[src/rtl/pacman_pkg.sv]
// Shared definitions for the pacman movement controller: grid size, tick coordinates,
// direction/state encodings and the one-tile step helper (edge wrap under PACMAN_CTRL_WRAP_EN).
package pacman_pkg;
  localparam int GRID_COLS = 40;
  localparam int GRID_ROWS = 30;
  localparam int TICK_X    = 0;
  localparam int TICK_Y    = 480;

  typedef enum logic [1:0] {DIR_UP = 2'd0, DIR_DOWN = 2'd1, DIR_LEFT = 2'd2, DIR_RIGHT = 2'd3} dir_e;
  typedef enum logic [1:0] {S_IDLE, S_Q_WANT, S_Q_CUR, S_COMMIT} state_e;

  typedef struct packed {
    logic       ok;
    logic [5:0] col;
    logic [4:0] row;
  } tile_t;

  // ok=0 means the step leaves the grid and must be resolved as a wall.
  function automatic tile_t step_tile(input logic [5:0] col, input logic [4:0] row, input dir_e dir);
    tile_t t;
    t.ok  = 1'b1;
    t.col = col;
    t.row = row;
    case (dir)
      DIR_UP: begin
        if (row == 5'd0) begin
`ifdef PACMAN_CTRL_WRAP_EN
          t.row = 5'(GRID_ROWS - 1);
`else
          t.ok = 1'b0;
`endif
        end else t.row = row - 5'd1;
      end
      DIR_DOWN: begin
        if (row == 5'(GRID_ROWS - 1)) begin
`ifdef PACMAN_CTRL_WRAP_EN
          t.row = 5'd0;
`else
          t.ok = 1'b0;
`endif
        end else t.row = row + 5'd1;
      end
      DIR_LEFT: begin
        if (col == 6'd0) begin
`ifdef PACMAN_CTRL_WRAP_EN
          t.col = 6'(GRID_COLS - 1);
`else
          t.ok = 1'b0;
`endif
        end else t.col = col - 6'd1;
      end
      default: begin
        if (col == 6'(GRID_COLS - 1)) begin
`ifdef PACMAN_CTRL_WRAP_EN
          t.col = 6'd0;
`else
          t.ok = 1'b0;
`endif
        end else t.col = col + 6'd1;
      end
    endcase
    return t;
  endfunction
endpackage

[src/rtl/frame_tick.sv]
// Vblank-start tick: one registered pulse when the scan first reaches (TICK_X, TICK_Y).
module frame_tick
  import pacman_pkg::*;
(
  input  logic        clk,
  input  logic        reset,
  input  logic [10:0] x,
  input  logic [10:0] y,
  output logic        tick
);
  logic at_pt, at_pt_q, tick_q;

  assign at_pt = (x == 11'(TICK_X)) && (y == 11'(TICK_Y));
  assign tick  = tick_q;

  always_ff @(posedge clk) begin
    if (reset) begin
      at_pt_q <= 1'b0;
      tick_q  <= 1'b0;
    end else begin
      at_pt_q <= at_pt;
      tick_q  <= at_pt & ~at_pt_q;
    end
  end
endmodule

[src/rtl/pacman_ctrl.sv]
// Pacman tile-movement controller: frame-paced move attempts, map ROM queries for the
// wanted then current heading, and committed position. Edge wrap enabled by PACMAN_CTRL_WRAP_EN.
module pacman_ctrl
  import pacman_pkg::*;
#(
  parameter int FRAMES_PER_MOVE = 8,
  parameter int START_COL       = 19,
  parameter int START_ROW       = 22
) (
  input  logic        clk,
  input  logic        reset,
  input  logic [10:0] x,
  input  logic [10:0] y,
  input  logic [3:0]  btn,
  output logic        map_req,
  output logic [5:0]  map_col,
  output logic [4:0]  map_row,
  input  logic        map_ack,
  input  logic        map_wall,
  output logic [5:0]  pac_col,
  output logic [4:0]  pac_row,
  output logic [1:0]  pac_dir,
  output logic        moved
);
  localparam logic [7:0] CNT_LAST = 8'(FRAMES_PER_MOVE - 1);

  logic       tick, move_req;
  logic [7:0] cnt_q;
  dir_e       want_q, att_dir_q, pdir_q;
  state_e     state_q;
  logic       pend_q, req_q, moved_q;
  logic [5:0] mcol_q, pcol_q;
  logic [4:0] mrow_q, prow_q;
  tile_t      tw, tc;

  frame_tick u_tick (.clk(clk), .reset(reset), .x(x), .y(y), .tick(tick));

  assign move_req = tick && (cnt_q == CNT_LAST);
  assign tw       = step_tile(pcol_q, prow_q, want_q);
  assign tc       = step_tile(pcol_q, prow_q, pdir_q);

  assign map_req = req_q;
  assign map_col = mcol_q;
  assign map_row = mrow_q;
  assign pac_col = pcol_q;
  assign pac_row = prow_q;
  assign pac_dir = pdir_q;
  assign moved   = moved_q;

  always_ff @(posedge clk) begin
    if (reset) begin
      cnt_q  <= '0;
      want_q <= DIR_LEFT;
    end else begin
      if (tick) cnt_q <= (cnt_q == CNT_LAST) ? 8'd0 : cnt_q + 8'd1;
      if (btn[0])      want_q <= DIR_UP;
      else if (btn[1]) want_q <= DIR_DOWN;
      else if (btn[2]) want_q <= DIR_LEFT;
      else if (btn[3]) want_q <= DIR_RIGHT;
    end
  end

  always_ff @(posedge clk) begin
    if (reset) begin
      state_q   <= S_IDLE;
      pend_q    <= 1'b0;
      att_dir_q <= DIR_LEFT;
      req_q     <= 1'b0;
      mcol_q    <= '0;
      mrow_q    <= '0;
      pcol_q    <= 6'(START_COL);
      prow_q    <= 5'(START_ROW);
      pdir_q    <= DIR_LEFT;
      moved_q   <= 1'b0;
    end else begin
      moved_q <= 1'b0;
      if (move_req && state_q != S_IDLE) pend_q <= 1'b1;
      case (state_q)
        S_IDLE: begin
          if (move_req || pend_q) begin
            pend_q    <= 1'b0;
            att_dir_q <= want_q;
            if (tw.ok) begin
              state_q <= S_Q_WANT;
              req_q   <= 1'b1;
              mcol_q  <= tw.col;
              mrow_q  <= tw.row;
            end else if (want_q != pdir_q) begin
              state_q <= S_Q_CUR;
            end
          end
        end
        S_Q_WANT: begin
          if (map_ack) begin
            req_q <= 1'b0;
            if (!map_wall) begin
              state_q <= S_COMMIT;
              pcol_q  <= mcol_q;
              prow_q  <= mrow_q;
              pdir_q  <= att_dir_q;
              moved_q <= 1'b1;
            end else if (att_dir_q == pdir_q) state_q <= S_IDLE;
            else state_q <= S_Q_CUR;
          end
        end
        S_Q_CUR: begin
          // First cycle keeps map_req low so the previous ack cannot be reused.
          if (!req_q) begin
            if (tc.ok) begin
              req_q  <= 1'b1;
              mcol_q <= tc.col;
              mrow_q <= tc.row;
            end else state_q <= S_IDLE;
          end else if (map_ack) begin
            req_q <= 1'b0;
            if (!map_wall) begin
              state_q <= S_COMMIT;
              pcol_q  <= mcol_q;
              prow_q  <= mrow_q;
              moved_q <= 1'b1;
            end else state_q <= S_IDLE;
          end
        end
        default: state_q <= S_IDLE;
      endcase
    end
  end
endmodule
[config.mk]
export PLATFORM = sky130hd
export DESIGN_NAME = pacman_ctrl
export DESIGN_NICKNAME = d
export VERILOG_FILES = /design/src/rtl/pacman_pkg.sv /design/src/rtl/frame_tick.sv /design/src/rtl/pacman_ctrl.sv
export SDC_FILE = /design/constraint.sdc
export NUM_CORES = 1
export LEC_CHECK = 0
export CORE_ASPECT_RATIO = 0.6
export CORE_MARGIN = 5
export CORE_UTILIZATION = 50
export DETAILED_ROUTE_END_ITERATION = 10
export PLACE_DENSITY_LB_ADDON = 0.12
export SYNTH_ARGS = -nofsm -noshare
export SYNTH_HDL_FRONTEND = slang
export SYNTH_SLANG_ARGS = --single-unit
[constraint.sdc]
create_clock -name clk -period 3.22 [get_ports clk]
set_input_delay 0.483 -clock clk [delete_from_list [all_inputs] [get_ports clk]]
set_output_delay 0.483 -clock clk [all_outputs]
set_load 0.1 [all_outputs]
### The metal 1 layer, run 1

The bar under the picture is 20 um long.
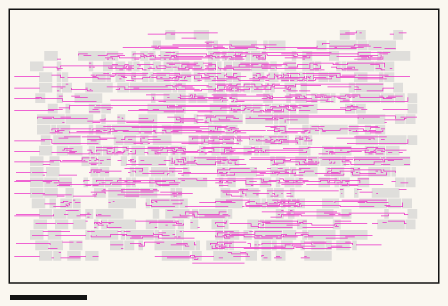
nets with wire on the layer: 418
longest straight run: 35.4 um
GRT met1 Usage: 0.342
total routed wirelength: 8.86 mm
Via Count: 3123

### M2 wires, run 1

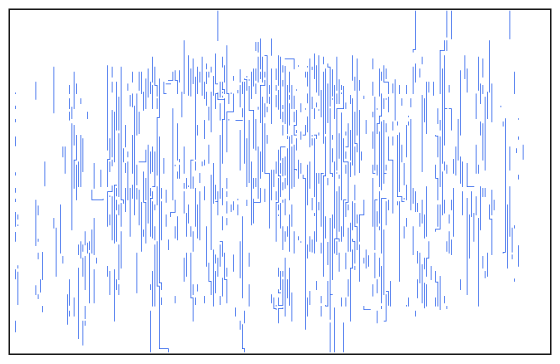
longest straight run: 30.9 um
share of all routed wire: 40%
wire length on this layer: 3510 um
met2 Usage GRT: 0.313

### The metal 3 layer, run 1

The bar under the picture is 20 um long.
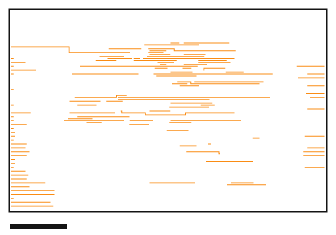
main direction: horizontal
longest straight run: 52.9 um
nets with wire on the layer: 90
wire length on this layer: 1120 um
met3 usage: 0.0753

==> impl_metrics.py, run 1 <==
# Auto-generated metrics
metrics = {
    "layout": {
        "utilization": 0.618,
        "stdcell_area_sq_mm": 0.00371,
        "nets": 464,
        "syn_to_final_growth_pct": 22.2,
    },
    "final_timing": {
        "max_freq_mhz": 369,
        "finalClockPeriodUsage": 0.842,
        "rsz0062_at_grt": "no",
        "worst_slack_ns": 0.507,
        "relSlewSlack": 0.357,
        "setup_tns_ns": 0,
        "period_needed_ns": 2.71,
    },
    "power_and_ir_drop": {
        "power_density_mw_per_mm2": 437,
        "ir_drop_v": 0.000204,
        "p_leak_nw": 1.38,
    },
    "outcome": {
        "status": "finished clean",
    },
    "global_route": {
        "grt_pass1_wl_mm": 14.8,
        "antenna_found_initial": 0,
        "grt_overflow": 0,
        "grt_use_total": 0.228,
    },
    "synthesis": {
        "ys_cells": 376,
        "synth_cell_type_count": 69,
        "fp_nets": 418,
        "yosys_warnings": 0,
        "ys_ff": 43,
        "ys_chip_area_sq_mm": 0.00304,
    },
    "setup_path": {
        "cp.arrival_ns": 2.93,
        "required_ns": 3.44,
        "timing.reg2reg.setup_slack_ns": 0.51,
        "r2r_start": "pac_col[1]$_SDFFE_PP1P_",
        "critPathMaxStageDelay_ns": 0.64,
        "reg2reg_depth": 6,
    },
    "floorplanning": {
        "die_area_sq_mm": 0.00778,
        "num_rows": 22,
        "fp_util": 0.506,
        "core_sq_mm": 0.00600,
    },
    "drt": {
        "vias_per_cell": 6.16,
        "route.detailed.drc": 0,
        "drt-initial-drc-count": 246,
        "first_pass_iters": 5,
        "ant_nets": 0,
    },
    "clock_network": {
        "cts_made_buffers": 5,
        "worstSkewPairLatency_ns": 0.30,
        "root_buffer": "clkbuf_8",
        "cts_max_level": 2,
    },
    "placed_design": {
        "place_ws_ns": 0.636,
        "io_buffers": 55,
    },
    "run": {
        "maxCapViolCount": 0,
    },
    "min_path": {
        "hold_path.class": "flip-flop to flip-flop",
    },
}
==> run 1: layer usage <==
| metal | routed length [um] | global-route usage |
|---|---|---|
| met2 | 3510 | 0.313 |
| met1 | 4180 | 0.342 |
| met4 | 53 | 0.0464 |
| met3 | 1120 | 0.0753 |
| met5 | 0 | 0 |
==> run 1: worst max path at each step <==
stage | depth (start not counted) | endpoint | start
2_1_floorplan | 7 | map_row[4]$_SDFFE_PP0P_ | pac_row[0]$_SDFFE_PP0P_
3_5_place_dp | 6 | map_row[2]$_SDFFE_PP0P_ | pac_col[1]$_SDFFE_PP1P_
5_1_grt | 6 | map_row[2]$_SDFFE_PP0P_ | pac_col[1]$_SDFFE_PP1P_
6_report | 6 | map_row[2]$_SDFFE_PP0P_ | pac_col[1]$_SDFFE_PP1P_
4_1_cts | 7 | map_col[5]$_SDFFE_PP0P_ | pac_row[0]$_SDFFE_PP0P_
3_3_place_gp | 7 | map_col[5]$_SDFFE_PP0P_ | state_q[0]$_SDFFE_PP0P_
==> run 1: cell type report <==
class	count	area, sq um
repair buffers	65	563
multi-input cells	288	1990
flip-flops and latches	43	861
well taps	84	105
clock inverters	2	35.0
fillers	565	2290
clock buffers	6	82.6
inverters	19	71.3
==> run 1: flip-flops by register name (all words and copies together), names as in the netlist <==
| signal | flops |
|---|---|
| state_q | 2 |
| cnt_q | 8 |
| pac_dir | 2 |
| moved | 1 |
| map_req | 1 |
| pac_row | 5 |
| pend_q | 1 |
| pac_col | 6 |
| att_dir_q | 2 |
| map_col | 6 |
| want_q | 2 |
| u_tick.tick | 1 |
| map_row | 5 |
| u_tick.at_pt_q | 1 |
==> run 1: cell families (layout without fill, tap and decap cells) <==
family | count (synthesis) | in the layout | share of synthesized area
buffers and inverters | 45 | 92 | 0.0606
DFF | 43 | 43 | 0.284
xor gates and xnor gates | 15 | 15 | 0.0433
adders and majority gates | 12 | 12 | 0.0495
muxes | 19 | 19 | 0.0631
and+or+nand+nor | 132 | 132 | 0.226
AOI/OAI and AO/OA | 110 | 110 | 0.274
==> run 1: power by group <==
part / total, mW / internal [mW] / switching (mW)
clock network: 0.442 / 0.251 / 0.191
logic: 0.568 / 0.165 / 0.403
registers: 0.612 / 0.567 / 0.0449
total: 1.62 / 0.983 / 0.638
==> run 1: placed cells by master (no fill, tap or decap), drive strengths merged, types with 3 or more instances in the layout <==
cell type / netlist / final
a21oi: 15 / 15
and3: 5 / 5
a211oi: 3 / 3
nor3: 12 / 12
clkbuf: 18 / 6
nand2: 30 / 30
buf: 8 / 35
nor4b: 3 / 3
or2: 3 / 3
o22ai: 5 / 5
or3b: 3 / 3
nand3: 7 / 7
xor2: 5 / 5
nor2: 34 / 34
o31a: 3 / 3
a31oi: 8 / 8
o31ai: 8 / 8
dfxtp: 43 / 43
xnor2: 10 / 10
clkdlybuf4s50: 0 / 30
nand2b: 7 / 7
o211ai: 19 / 19
o41ai: 4 / 4
nor3b: 3 / 3
nand4: 7 / 7
ha: 12 / 12
inv: 19 / 19
o21ai: 15 / 15
nand3b: 3 / 3
nor2b: 4 / 4
a221oi: 3 / 3
nor4: 3 / 3
a311oi: 3 / 3
mux2i: 18 / 18
## Run 2: what changed since run 1
clock period = 2.5 ns   (was 3.22 ns; I/O delays follow)
### Clock nets, run 2

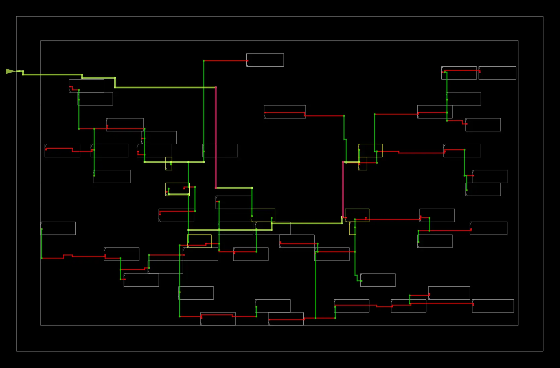
flop count: 43
P_clk: 0.446 mW
CTS Buf Count: 5
CTS Sinks: 43

==> run 2 against run 1 <==
Power rose by 23%. Fmax increased by 15%. Via count decreased by 0.13%. Non-clock buffer count rose by 13. Die area unchanged. Count of clock-buffer cells in the layout is 1 higher. Critical endpoint is now map_row[4]$_SDFFE_PP0P_. Sequential power is about 30% higher. Area after synthesis did not move. Wire length shrank 0.18%. Combinational power increased by 34%. Final area rose by 2.3%.
==> impl_metrics.py, run 2 <==
# Auto-generated metrics
metrics = {
    "outcome": {
        "status": "finished clean",
    },
    "power_and_ir_drop": {
        "ir_drop_v": 0.000305,
        "switchingPower_mw": 0.834,
        "power_density_mw_per_mm2": 527,
        "pwr-share-comb": 0.380,
        "clkPwrFrac": 0.223,
        "p_leak_nw": 1.43,
        "p_int_mw": 1.17,
        "seqPwrFrac": 0.397,
    },
    "setup_path": {
        "r2r_start": "pac_col[0]$_SDFFE_PP1P_",
        "required_ns": 2.70,
        "startpoint": "pac_col[0]$_SDFFE_PP1P_",
        "critPathMaxStageDelay_ns": 0.47,
        "reg2reg_depth": 8,
        "cp-endpoint": "map_row[4]$_SDFFE_PP0P_",
        "cp.arrival_ns": 2.56,
    },
    "final_timing": {
        "rsz0062_at_grt": "no",
        "relSlewSlack": 0.558,
        "setup_tns_ns": 0,
        "max_freq_mhz": 423,
    },
    "drt": {
        "dr_total_vias": 3119,
        "drt-initial-drc-count": 244,
        "ant_nets": 0,
        "vias_per_cell": 6.00,
        "first_pass_iters": 5,
    },
    "synthesis": {
        "ys_cells": 376,
        "yosys_warnings": 0,
        "ys_chip_area_sq_mm": 0.00304,
        "fp_nets": 418,
        "synth_cell_type_count": 69,
        "edf_count": 0,
        "ys_ff": 43,
    },
    "global_route": {
        "antenna_found_initial": 0,
        "grt_overflow": 0,
        "grt_use_total": 0.227,
        "grt_pass1_wl_mm": 14.7,
    },
    "floorplanning": {
        "num_rows": 22,
        "fp_util": 0.506,
        "die_area_sq_mm": 0.00778,
    },
    "clock_network": {
        "cts_max_level": 2,
    },
    "layout": {
        "mostFrequentLayoutCells": "buf_4, nor2_1, dfxtp_1, nand2_1, clkdlybuf4s50_1",
        "layout_top_cell": "buf_4",
        "antenna_cells": 0,
        "nets": 477,
        "fillers": 542,
    },
    "placed_design": {
        "io_buffers": 55,
    },
    "min_path": {
        "hold_path.class": "flip-flop to flip-flop",
    },
    "run": {
        "maxCapViolCount": 0,
    },
}
### Sizing map, run 2

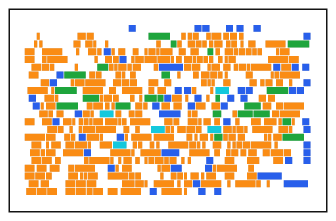
legend:
  blue:
    size: _3 and _4 cells
    cells: 55
    share: 13%
  green:
    size: _2 cells
    cells: 22
    share: 5.0%
  cyan:
    size: _6 and larger
    cells: 5
    share: 1.1%
  orange:
    size: _0 and _1 cells
    cells: 354
    share: 81%
final worst-path setup slack: 0.139 ns
Area Growth Syn to Fin: 25.0%
final instance area: 0.00379 sq mm
Non-clk bufs: 78

[run 2: cell count changes in the layout (fill, tap and decap cells not counted), sizes merged]
cell	previous run	this run
bufinv	1	0
clkbuf	6	7
clkdlybuf4s50	30	29
buf	35	49
[run 2: logic make-up after synthesis]
kind of cell    count (synthesis)  synth area share
xor+xnor                       15            0.0433
fa+ha+maj                      12            0.0495
compound gates                110             0.274
buf+inv                        45            0.0606
flops                          43             0.284
mux                            19            0.0631
simple gates                  132             0.226
[run 2: worst max-delay path, delay by kind of cell, from the launching register on]
| family | cells | cell delay, ns |
|---|---|---|
| buffers and inverters | 2 | 0.33 |
| AOI/OAI and AO/OA | 4 | 0.83 |
| and+or+nand+nor | 1 | 0.47 |
| adders and majority gates | 1 | 0.26 |
| DFF | 1 | 0.37 |
[run 2: worst min-delay path by stage]
stage | endpoint | start
2_1_floorplan | u_tick.tick$_SDFF_PP0_ | u_tick.at_pt_q$_SDFF_PP0_
3_3_place_gp | u_tick.tick$_SDFF_PP0_ | u_tick.at_pt_q$_SDFF_PP0_
3_5_place_dp | u_tick.tick$_SDFF_PP0_ | u_tick.at_pt_q$_SDFF_PP0_
4_1_cts | u_tick.tick$_SDFF_PP0_ | u_tick.at_pt_q$_SDFF_PP0_
5_1_grt | u_tick.tick$_SDFF_PP0_ | u_tick.at_pt_q$_SDFF_PP0_
6_report | u_tick.tick$_SDFF_PP0_ | u_tick.at_pt_q$_SDFF_PP0_
[run 2: per-layer routing]
metal  track usage  up-vias  share of wire
met5             0        -              0
met4        0.0492        0         0.0086
met3        0.0563        8          0.097
met2         0.331      136           0.41
met1         0.336     1459           0.48
li1              -     1516              -
[run 2: power by group through the flow]
stage	clock (mW)	sequential [mW]	combinational, mW
6_report	0.446	0.795	0.759
5_1_grt	0.492	0.802	0.808
4_1_cts	0.451	0.793	0.755
3_5_place_dp	0	0.809	0.752
3_3_place_gp	0	0.807	0.742
2_1_floorplan	0	1.06	0.283
[run 2: layout make-up]
type | count | area (sq um) | area share
Clock buffer | 7 | 76.3 | 0.0201
Clock inverter | 1 | 5.00 | 0.00132
Inverter | 19 | 71.3 | 0.0188
Multi-Input combinational cell | 288 | 2000 | 0.526
Sequential cell | 43 | 881 | 0.232
Tap cell | 84 | 105 | 0.0277
Timing Repair Buffer | 78 | 658 | 0.173
[run 2: stage by stage]
stage                     setup slack [ns]  hold WS (ns)  instances   util  power, mW
after floorplan                     0.0284         0.375        376      -       1.34
after global placement               0.221         0.382        512  0.618       1.55
after detailed placement             0.144         0.386        512  0.618       1.56
after CTS                            0.131         0.398        520  0.631       2.00
after global routing                0.0147         0.424        520  0.632       2.10
final                                0.139         0.399        520  0.632       2.00
## Run 3: what changed since run 2
ABC_AREA = 1   (was default)
CTS_CLUSTER_DIAMETER = 120   (was default)
### M2 wires, run 3

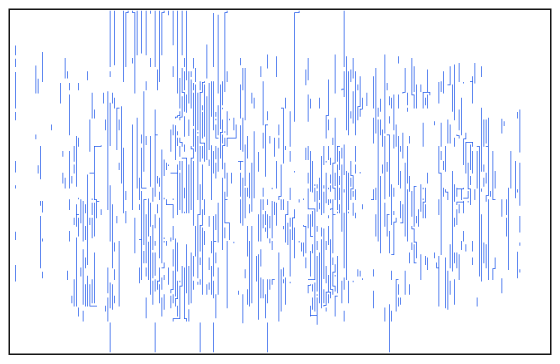
wire length on this layer: 3470 um
share of all routed wire: 41%
nets with wire on the layer: 433
longest straight run: 26.5 um
main direction: vertical
Via Count: 3225
total routed wirelength: 8.37 mm
met2 Usage GRT: 0.327

==> run 3 against run 2 <==
Worst setup slack gained 0.15 ns. First-iteration DRC count grew 2.0%. Non-clock buffer count shrank 16. Wire length shrank 5.4%. Combinational power grew to 2.5 times the previous value. Largest power group is now combinational logic. Hold slack lost 0.0044 ns. Final cell count grew 16%.
==> impl_metrics.py, run 3 <==
# Auto-generated metrics
metrics = {
    "layout": {
        "syn_to_final_growth_pct": 21.5,
        "antenna_cells": 0,
        "nets": 563,
        "fillers": 552,
        "largest_reg_flops": 8,
        "mostFrequentLayoutCells": "nand2_1, inv_1, nor2_1, dfxtp_1, nand3_1",
    },
    "synthesis": {
        "ys_ff": 43,
        "ys_chip_area_sq_mm": 0.00302,
        "edf_count": 0,
        "yosys_warnings": 0,
        "fp_nets": 512,
        "synth_cell_type_count": 37,
    },
    "clock_network": {
        "cts_max_level": 2,
        "worstSkewPairLatency_ns": 0.30,
        "clock-sinks": 43,
        "cts_made_buffers": 5,
        "root_buffer": "clkbuf_8",
    },
    "min_path": {
        "hold_path.class": "flip-flop to flip-flop",
    },
    "placed_design": {
        "place_ws_ns": 0.392,
    },
    "setup_path": {
        "cp.arrival_ns": 2.40,
        "required_ns": 2.69,
    },
    "drt": {
        "drt-initial-drc-count": 249,
        "first_pass_iters": 7,
        "vias_per_cell": 5.36,
    },
    "outcome": {
        "status": "finished clean",
    },
    "final_timing": {
        "relSlewSlack": 0.649,
        "rsz0062_at_grt": "no",
        "finalClockPeriodUsage": 0.883,
        "worst_slack_ns": 0.291,
        "setup_tns_ns": 0,
    },
    "power_and_ir_drop": {
        "p_leak_nw": 1.78,
        "ir_drop_v": 0.000732,
    },
    "global_route": {
        "grt_overflow": 0,
        "grt_pass1_wl_mm": 14.0,
        "antenna_found_initial": 0,
        "grt_use_total": 0.220,
    },
    "floorplanning": {
        "die_area_sq_mm": 0.00775,
    },
}
### The metal 1 layer, run 3

The bar under the picture is 20 um long.
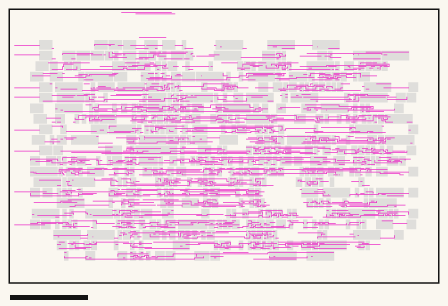
longest straight run: 37.7 um
main direction: horizontal
GRT met1 Usage: 0.334

==> run 3: final timing paths <==
kind	startpoint	to	slack, ns	depth (start not counted)
setup reg to reg	pac_col[0]$_SDFFE_PP1P_	map_row[3]$_SDFFE_PP0P_	0.29	10
hold / removal	u_tick.at_pt_q$_SDFF_PP0_	u_tick.tick$_SDFF_PP0_	0.39	1
setup / recovery	pac_col[0]$_SDFFE_PP1P_	map_row[3]$_SDFFE_PP0P_	0.29	10
hold reg to reg	u_tick.at_pt_q$_SDFF_PP0_	u_tick.tick$_SDFF_PP0_	0.39	1
==> run 3: through the flow <==
stage	hold WS [ns]	instances	instance area, sq um	utilization
6_report	0.394	602	3670	0.641
5_1_grt	0.421	602	3670	0.641
4_1_cts	0.398	602	3670	0.641
3_5_place_dp	0.386	594	3550	0.620
3_3_place_gp	0.373	594	3550	0.620
2_1_floorplan	0.368	470	3020	-
==> run 3: power by group <==
group	switching, mW	total (mW)	internal, mW	leakage, nW
Clock	0.246	0.569	0.324	0.0612
Combinational	1.40	1.92	0.514	1.37
Sequential	0.129	0.926	0.797	0.350
Total	1.78	3.41	1.63	1.78
==> run 3: area by class of cell <==
cell class              count  area (sq um)  share of cell area
clock buffers               6          82.6              0.0225
clock inverters             2          35.0             0.00954
inverters                  60           225              0.0613
multi-input cells         349          1830               0.498
flip-flops and latches     43           862               0.235
well taps                  80           100              0.0273
repair buffers             62           538               0.147
==> run 3: worst max-delay path, stage by stage, from the launching register on <==
cell	delay [ns]
dfxtp_1	0.59
inv_1	0.19
ha_1	0.25
nand3_1	0.13
nand2_1	0.07
nand3_1	0.08
nand2_1	0.09
nand2_1	0.13
nand3_4	0.25
a21oi_1	0.27
nor2_1	0.05
==> run 3: routing by layer <==
layer,vias to the layer above,share of wire,track usage
met4,0,0.0055,0.0314
li1,1635,-,-
met2,143,0.41,0.327
met1,1438,0.50,0.334
met5,-,0,0
met3,9,0.080,0.0424
==> run 3: kinds of logic (layout without fill, tap and decap cells) <==
family,after synthesis,in the layout,share of synthesized area
compound gates,73,73,0.137
xor+xnor,11,11,0.0319
fa+ha+maj,12,12,0.0497
buf+inv,78,130,0.110
flops,43,43,0.285
simple gates,253,253,0.386
Power and IR drop assume default switching activity.
